## src/rtl/ws2812_if.sv

```systemverilog
// Pixel-fetch and LED-line signals between the WS2812B driver and its
// surroundings. The optional brightness input exists only when
// WS2812_BRIGHTNESS_EN is defined.
interface ws2812_if #(
  parameter int NUM_PIXELS = 64
);
  localparam int ADDR_W = (NUM_PIXELS > 1) ? $clog2(NUM_PIXELS) : 1;

  logic              start;       // 1-cycle pulse: begin a frame
  logic [ADDR_W-1:0] pixel_addr;  // frame-store read address
  logic [23:0]       pixel_data;  // GRB word, valid 1 clk after pixel_addr
  logic              busy;        // high from accepted start to end of latch
  logic              frame_done;  // 1-cycle pulse in the last latch clk
  logic              ws_dout;     // serial data to the LED chain
`ifdef WS2812_BRIGHTNESS_EN
  logic [7:0]        brightness;  // global scale, sampled at word load

  // Upstream side: colour stage / frame store
  modport master (
    output start, pixel_data, brightness,
    input  pixel_addr, busy, frame_done, ws_dout
  );

  // Driver side
  modport slave (
    input  start, pixel_data, brightness,
    output pixel_addr, busy, frame_done, ws_dout
  );
`else
  // Upstream side: colour stage / frame store
  modport master (
    output start, pixel_data,
    input  pixel_addr, busy, frame_done, ws_dout
  );

  // Driver side
  modport slave (
    input  start, pixel_data,
    output pixel_addr, busy, frame_done, ws_dout
  );
`endif
endinterface

```

## src/rtl/ws2812_driver.sv

```systemverilog
// WS2812B frame serialiser. Fetches 24-bit GRB words from a registered
// frame store (one clk read latency), streams them MSB first with no gap
// between pixels, then holds the line low for the latch period.
// Optional feature macro: WS2812_BRIGHTNESS_EN scales each channel by
// (brightness+1)/256 when a word is loaded into the shift register.
module ws2812_driver #(
  parameter int NUM_PIXELS   = 64,
  parameter int T_BIT        = 15,
  parameter int T0H          = 4,
  parameter int T1H          = 8,
  parameter int LATCH_CYCLES = 600
) (
  input logic     clk,
  input logic     rst_n,
  ws2812_if.slave bus
);

  localparam int ADDR_W = (NUM_PIXELS > 1)   ? $clog2(NUM_PIXELS)   : 1;
  localparam int CNT_W  = (T_BIT > 1)        ? $clog2(T_BIT)        : 1;
  localparam int LAT_W  = (LATCH_CYCLES > 1) ? $clog2(LATCH_CYCLES) : 1;

  localparam logic [ADDR_W-1:0] ADDR_LAST  = ADDR_W'(NUM_PIXELS - 1);
  localparam logic [CNT_W-1:0]  BIT_LAST   = CNT_W'(T_BIT - 1);
  localparam logic [CNT_W-1:0]  T0H_C      = CNT_W'(T0H);
  localparam logic [CNT_W-1:0]  T1H_C      = CNT_W'(T1H);
  localparam logic [LAT_W-1:0]  LATCH_LAST = LAT_W'(LATCH_CYCLES - 1);
  localparam logic [4:0]        IDX_LAST   = 5'd23;

  typedef enum logic [1:0] {
    IDLE,
    FETCH,
    SEND,
    LATCH
  } state_e;

  state_e            state_q, state_d;
  logic              fetch_q, fetch_d;        // FETCH sub-step: 0 = addr out, 1 = capture
  logic [CNT_W-1:0]  bit_cnt_q, bit_cnt_d;    // clk within the current bit cell
  logic [4:0]        bit_idx_q, bit_idx_d;    // bit within the current pixel
  logic [ADDR_W-1:0] pix_cnt_q, pix_cnt_d;    // pixel being transmitted
  logic [ADDR_W-1:0] addr_q, addr_d;          // prefetch address, saturating
  logic [LAT_W-1:0]  latch_cnt_q, latch_cnt_d;
  logic [23:0]       shift_q, shift_d;
  logic              dout_q, dout_d;
  logic              busy_q, busy_d;
  logic              done_q, done_d;
  logic [23:0]       load_word;

`ifdef WS2812_BRIGHTNESS_EN
  // (c * (b + 1)) >> 8; the product never exceeds 16 bits (255 * 256)
  function automatic logic [7:0] scale(input logic [7:0] c, input logic [7:0] b);
    logic [15:0] prod;
    prod = {8'd0, c} * ({8'd0, b} + 16'd1);
    return prod[15:8];
  endfunction

  // Brightness is applied only here, so a change lands on a pixel boundary
  always_comb begin
    load_word = {scale(bus.pixel_data[23:16], bus.brightness),
                 scale(bus.pixel_data[15:8],  bus.brightness),
                 scale(bus.pixel_data[7:0],   bus.brightness)};
  end
`else
  // Channels pass through unmodified
  always_comb begin
    load_word = bus.pixel_data;
  end
`endif

  // Next-state and next-output logic
  always_comb begin
    // NOTE: every variable gets its hold value first so no path can infer a latch.
    state_d     = state_q;
    fetch_d     = fetch_q;
    bit_cnt_d   = bit_cnt_q;
    bit_idx_d   = bit_idx_q;
    pix_cnt_d   = pix_cnt_q;
    addr_d      = addr_q;
    latch_cnt_d = latch_cnt_q;
    shift_d     = shift_q;

    unique case (state_q)
      IDLE: begin
        if (bus.start) begin
          state_d     = FETCH;
          fetch_d     = 1'b0;
          addr_d      = '0;
          pix_cnt_d   = '0;
          bit_cnt_d   = '0;
          bit_idx_d   = '0;
          latch_cnt_d = '0;
        end
      end

      FETCH: begin
        if (!fetch_q) begin
          fetch_d = 1'b1;
        end else begin
          // Word 0 is on pixel_data now; prefetch the next address
          fetch_d   = 1'b0;
          shift_d   = load_word;
          state_d   = SEND;
          bit_cnt_d = '0;
          bit_idx_d = '0;
          if (addr_q != ADDR_LAST) addr_d = addr_q + 1'b1;
        end
      end

      SEND: begin
        if (bit_cnt_q != BIT_LAST) begin
          bit_cnt_d = bit_cnt_q + 1'b1;
        end else begin
          bit_cnt_d = '0;
          if (bit_idx_q != IDX_LAST) begin
            bit_idx_d = bit_idx_q + 1'b1;
            shift_d   = {shift_q[22:0], 1'b0};
          end else begin
            bit_idx_d = '0;
            if (pix_cnt_q == ADDR_LAST) begin
              state_d     = LATCH;
              latch_cnt_d = '0;
            end else begin
              // Prefetched word is already valid: reload with no idle clk
              pix_cnt_d = pix_cnt_q + 1'b1;
              shift_d   = load_word;
              if (addr_q != ADDR_LAST) addr_d = addr_q + 1'b1;
            end
          end
        end
      end

      LATCH: begin
        if (latch_cnt_q == LATCH_LAST) begin
          state_d     = IDLE;
          latch_cnt_d = '0;
          addr_d      = '0;
        end else begin
          latch_cnt_d = latch_cnt_q + 1'b1;
        end
      end

      default: state_d = IDLE;
    endcase

    // Outputs are decoded from the next state so each one leaves a flop
    busy_d = (state_d != IDLE);
    dout_d = (state_d == SEND) && (bit_cnt_d < (shift_d[23] ? T1H_C : T0H_C));
    done_d = (state_d == LATCH) && (latch_cnt_d == LATCH_LAST);
  end

  // State, datapath and output registers
  always_ff @(posedge clk or negedge rst_n) begin
    if (!rst_n) begin
      state_q     <= IDLE;
      fetch_q     <= 1'b0;
      bit_cnt_q   <= '0;
      bit_idx_q   <= '0;
      pix_cnt_q   <= '0;
      addr_q      <= '0;
      latch_cnt_q <= '0;
      shift_q     <= '0;
      dout_q      <= 1'b0;
      busy_q      <= 1'b0;
      done_q      <= 1'b0;
    end else begin
      // NOTE: non-blocking assignments so every flop samples pre-edge values.
      state_q     <= state_d;
      fetch_q     <= fetch_d;
      bit_cnt_q   <= bit_cnt_d;
      bit_idx_q   <= bit_idx_d;
      pix_cnt_q   <= pix_cnt_d;
      addr_q      <= addr_d;
      latch_cnt_q <= latch_cnt_d;
      shift_q     <= shift_d;
      dout_q      <= dout_d;
      busy_q      <= busy_d;
      done_q      <= done_d;
    end
  end

  assign bus.pixel_addr = addr_q;
  assign bus.busy       = busy_q;
  assign bus.frame_done = done_q;
  assign bus.ws_dout    = dout_q;

endmodule
```

## src/flat_wrapper.sv

```systemverilog
// flat-port wrapper written by rule: the top's interface ports become plain ports
module ws2812_driver_flat 
#(
  parameter int NUM_PIXELS   = 64,
  parameter int T_BIT        = 15,
  parameter int T0H          = 4,
  parameter int T1H          = 8,
  parameter int LATCH_CYCLES = 600
)
  (clk, rst_n, bus_start, bus_pixel_data, bus_pixel_addr, bus_busy, bus_frame_done, bus_ws_dout);
  ws2812_if #(.NUM_PIXELS(NUM_PIXELS)) bus_i ();
  input logic clk;
  input logic rst_n;
  input wire logic [$bits(bus_i.start)-1:0] bus_start;
  input wire logic [$bits(bus_i.pixel_data)-1:0] bus_pixel_data;
  output wire logic [$bits(bus_i.pixel_addr)-1:0] bus_pixel_addr;
  output wire logic [$bits(bus_i.busy)-1:0] bus_busy;
  output wire logic [$bits(bus_i.frame_done)-1:0] bus_frame_done;
  output wire logic [$bits(bus_i.ws_dout)-1:0] bus_ws_dout;
  assign bus_i.start = bus_start;
  assign bus_i.pixel_data = bus_pixel_data;
  assign bus_pixel_addr = bus_i.pixel_addr;
  assign bus_busy = bus_i.busy;
  assign bus_frame_done = bus_i.frame_done;
  assign bus_ws_dout = bus_i.ws_dout;
  ws2812_driver #(.NUM_PIXELS(NUM_PIXELS), .T_BIT(T_BIT), .T0H(T0H), .T1H(T1H), .LATCH_CYCLES(LATCH_CYCLES)) u_core (.clk(clk), .rst_n(rst_n), .bus(bus_i));
endmodule
```

## config.mk

```make
export PLATFORM = sky130hd
export DESIGN_NAME = ws2812_driver_flat
export DESIGN_NICKNAME = d
export VERILOG_FILES = /design/src/rtl/ws2812_if.sv /design/src/rtl/ws2812_driver.sv /design/src/flat_wrapper.sv
export SDC_FILE = /design/constraint.sdc
export NUM_CORES = 1
export LEC_CHECK = 0
export ABC_AREA = 1
export ABC_CLOCK_PERIOD_IN_PS = 1950
export CELL_PAD_IN_SITES_DETAIL_PLACEMENT = 1
export CELL_PAD_IN_SITES_GLOBAL_PLACEMENT = 2
export CORE_ASPECT_RATIO = 1.2
export CORE_UTILIZATION = 30
export DETAILED_ROUTE_END_ITERATION = 7
export PLACE_DENSITY = 0.8
export SLEW_MARGIN = 20
export SYNTH_ARGS = -nofsm -noshare
export SYNTH_HDL_FRONTEND = slang
export SYNTH_SLANG_ARGS = --single-unit
```

## constraint.sdc

```tcl
create_clock -name clk -period 1.95 [get_ports clk]
set_clock_uncertainty 0.05 [all_clocks]
set_input_delay 0.39 -clock clk [delete_from_list [all_inputs] [get_ports clk]]
set_output_delay 0.39 -clock clk [all_outputs]
set_load 0.01 [all_outputs]
```

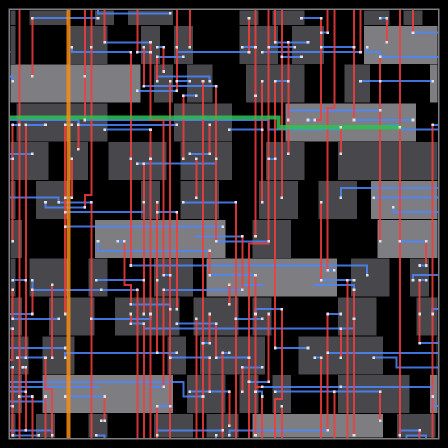
run_1/detail.png
Window x 35 to 65, y 69 to 99 um. Cells in gray, sequential cells in the stronger gray; small squares are vias.
Key: green = metal 3; red = metal 2; blue = metal 1; orange = metal 4
Netlist names of flops here include `u_core.bus.pixel_addr` (3). Most frequent: buf_4 (15), dfrtp_1 (8). 55 logic cells have their middle in the window. Sequential cells in the window: 8.

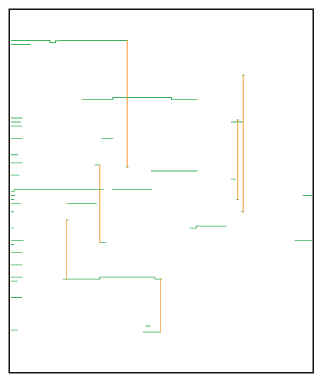
run_1/wires.png
Scale: 3 px per um. Only two layers are drawn.
Key: orange = metal 4 [wire length 178 um]; green = metal 3 [wire length 281 um]

==> metrics.yaml, run 1 <==
layout:
  clkCellAreaFrac: 0.0614
  layout_top_cell: "nand2_1"
  postLayoutCellArea_um2: 5320
  num-nonclk-buffers: 114
  top_area_cell_class: "multi-input combinational cells"
worst_setup_path:
  critPathTopFamily: "simple AND/OR/NAND/NOR gates"
power:
  clk-power_uw: 1740
worst_hold_path:
  hold_depth: 2
  min_from: "u_core.shift_q[0]"
clocking:
  cts_tree: "done"
  insertion_delay_ps: 330
  clk_pin_slew_ps: 50
logic_synthesis:
  largest_area_cell: "dfrtp_1"
  xor_area_frac: 0.0149
  synth.area.top_cells: "dfrtp_1 (43%), nand2_1 (12%), nand3_1 (8.0%), nor2_1 (6.1%), a31oi_1 (3.9%)"
run_status:
  status: "complete, no violations"
drt:
  drc: 0
  via_per_inst: 4.87
grt:
  grtUsageMet1: 0.212
  global_route.usage.met2: 0.342
final_timing:
  timing.fmax_mhz: 524
job:
  warning_count: 32
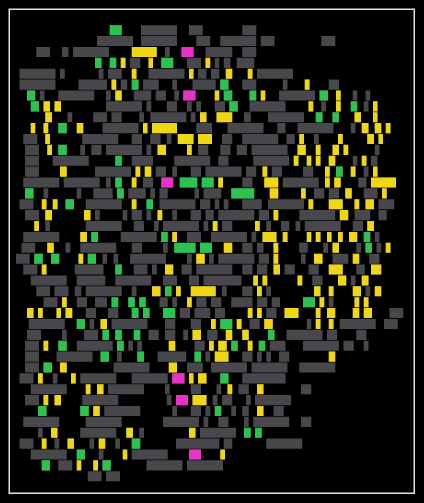
run_1/logic_types.png
Scale: 4 px per um.
Key: yellow = nand cells [cells 178]; green = aoi and oai cells [cells 69, where widely spread]; magenta = xor and xnor cells [cells 6]

## Run 2: what changed since run 1
- GPL_TIMING_DRIVEN: unset -> 0
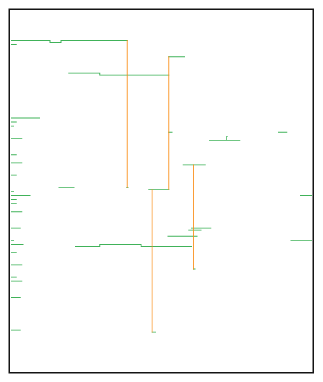
run_2/wires.png
Scale: 3 px per um. Only two layers are drawn.
Key: green = metal 3 [wire length 247 um]; orange = metal 4 [wire length 175 um]

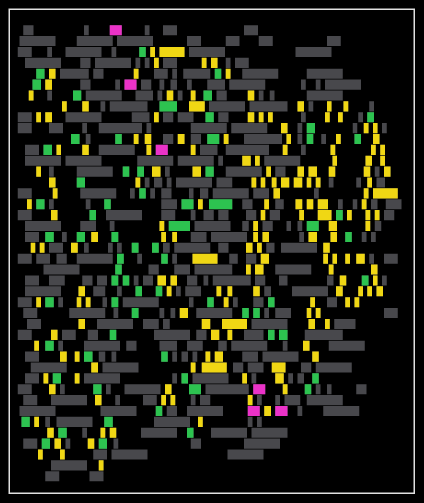
run_2/logic_types.png
Scale: 4 px per um.
Key: magenta = xor and xnor cells [cells 6]; yellow = nand cells [cells 178]; green = aoi and oai cells [cells 69]

==> run 2 against run 1 <==
Effect of this change: final cell count decreased by 3.8%; sequential share of layout area up 1.8 points; clock-buffer cell count unchanged; maximum frequency rose by 0.95%; register-to-register slack improved by 20 ps; die area is the same; sequential cell count unchanged; global-route usage up 0.25 points; power down 5.1%; wire length is 3.9% lower; non-clock buffer count shrank 28; clock power grew 6%; largest power group unchanged.
==> metrics.yaml, run 2 <==
power:
  p_seq_uw: 2010
  ir_worst_vdd_mv: 0.650
  leakagePower_uw: 0.00214
  clk-power_uw: 1850
logic_synthesis:
  syn_area_um2: 3520
  synth.area.top_cells: "dfrtp_1 (43%), nand2_1 (12%), nand3_1 (8.0%), nor2_1 (6.1%), a31oi_1 (3.9%)"
  ys_top_logic_family: "simple AND/OR/NAND/NOR gates"
  largest_area_cell: "dfrtp_1"
  ys_cells: 466
  xor_area_frac: 0.0149
clocking:
  clk_pin_slew_ps: 50
  cts.sinks: 61
  insertion_delay_ps: 330
  cts_resized: 52
  holdBufCountCts: 1
  cts_tree: "done"
run_status:
  status: "complete, no violations"
final_timing:
  timing.fmax_mhz: 529
  rsz0062_at_grt: "true"
  setup_viol: 0
  hold_viol: 0
drt:
  drc: 0
  wl_met1_mm: 4.43
  dr.first_iter.drc_count: 94
  via_per_inst: 4.93
worst_setup_path:
  crit_required_ps: 2170
  critPathTopFamily: "flip-flops"
  r2r_start: "u_core.state_q[0]"
layout:
  layout_top_cell: "nand2_1"
  top_area_cell_class: "multi-input combinational cells"
  postLayoutCellArea_um2: 5020
  clkCellAreaFrac: 0.0680
  utilization: 0.447
  layout.comb_gates.multi_input: 343
  num-nonclk-buffers: 86
  nets: 586
die:
  die-area_um2: 12200
  die_x_um: 101
grt:
  global_route.usage.met2: 0.347
  grtUsageMet1: 0.223
worst_hold_path:
  min_from: "u_core.shift_q[0]"
  hold_depth: 2
job:
  warning_count: 31
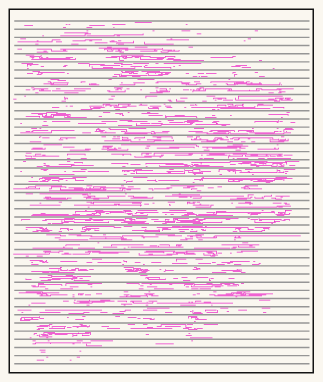
run_2/layer_met1.png
Scale: 3 px per um. Supply wires on this layer in gray.
The layer holds 42% of the routed length. The wires run mostly horizontal.

No activity file was given, so power comes from the tool's default toggle rates.
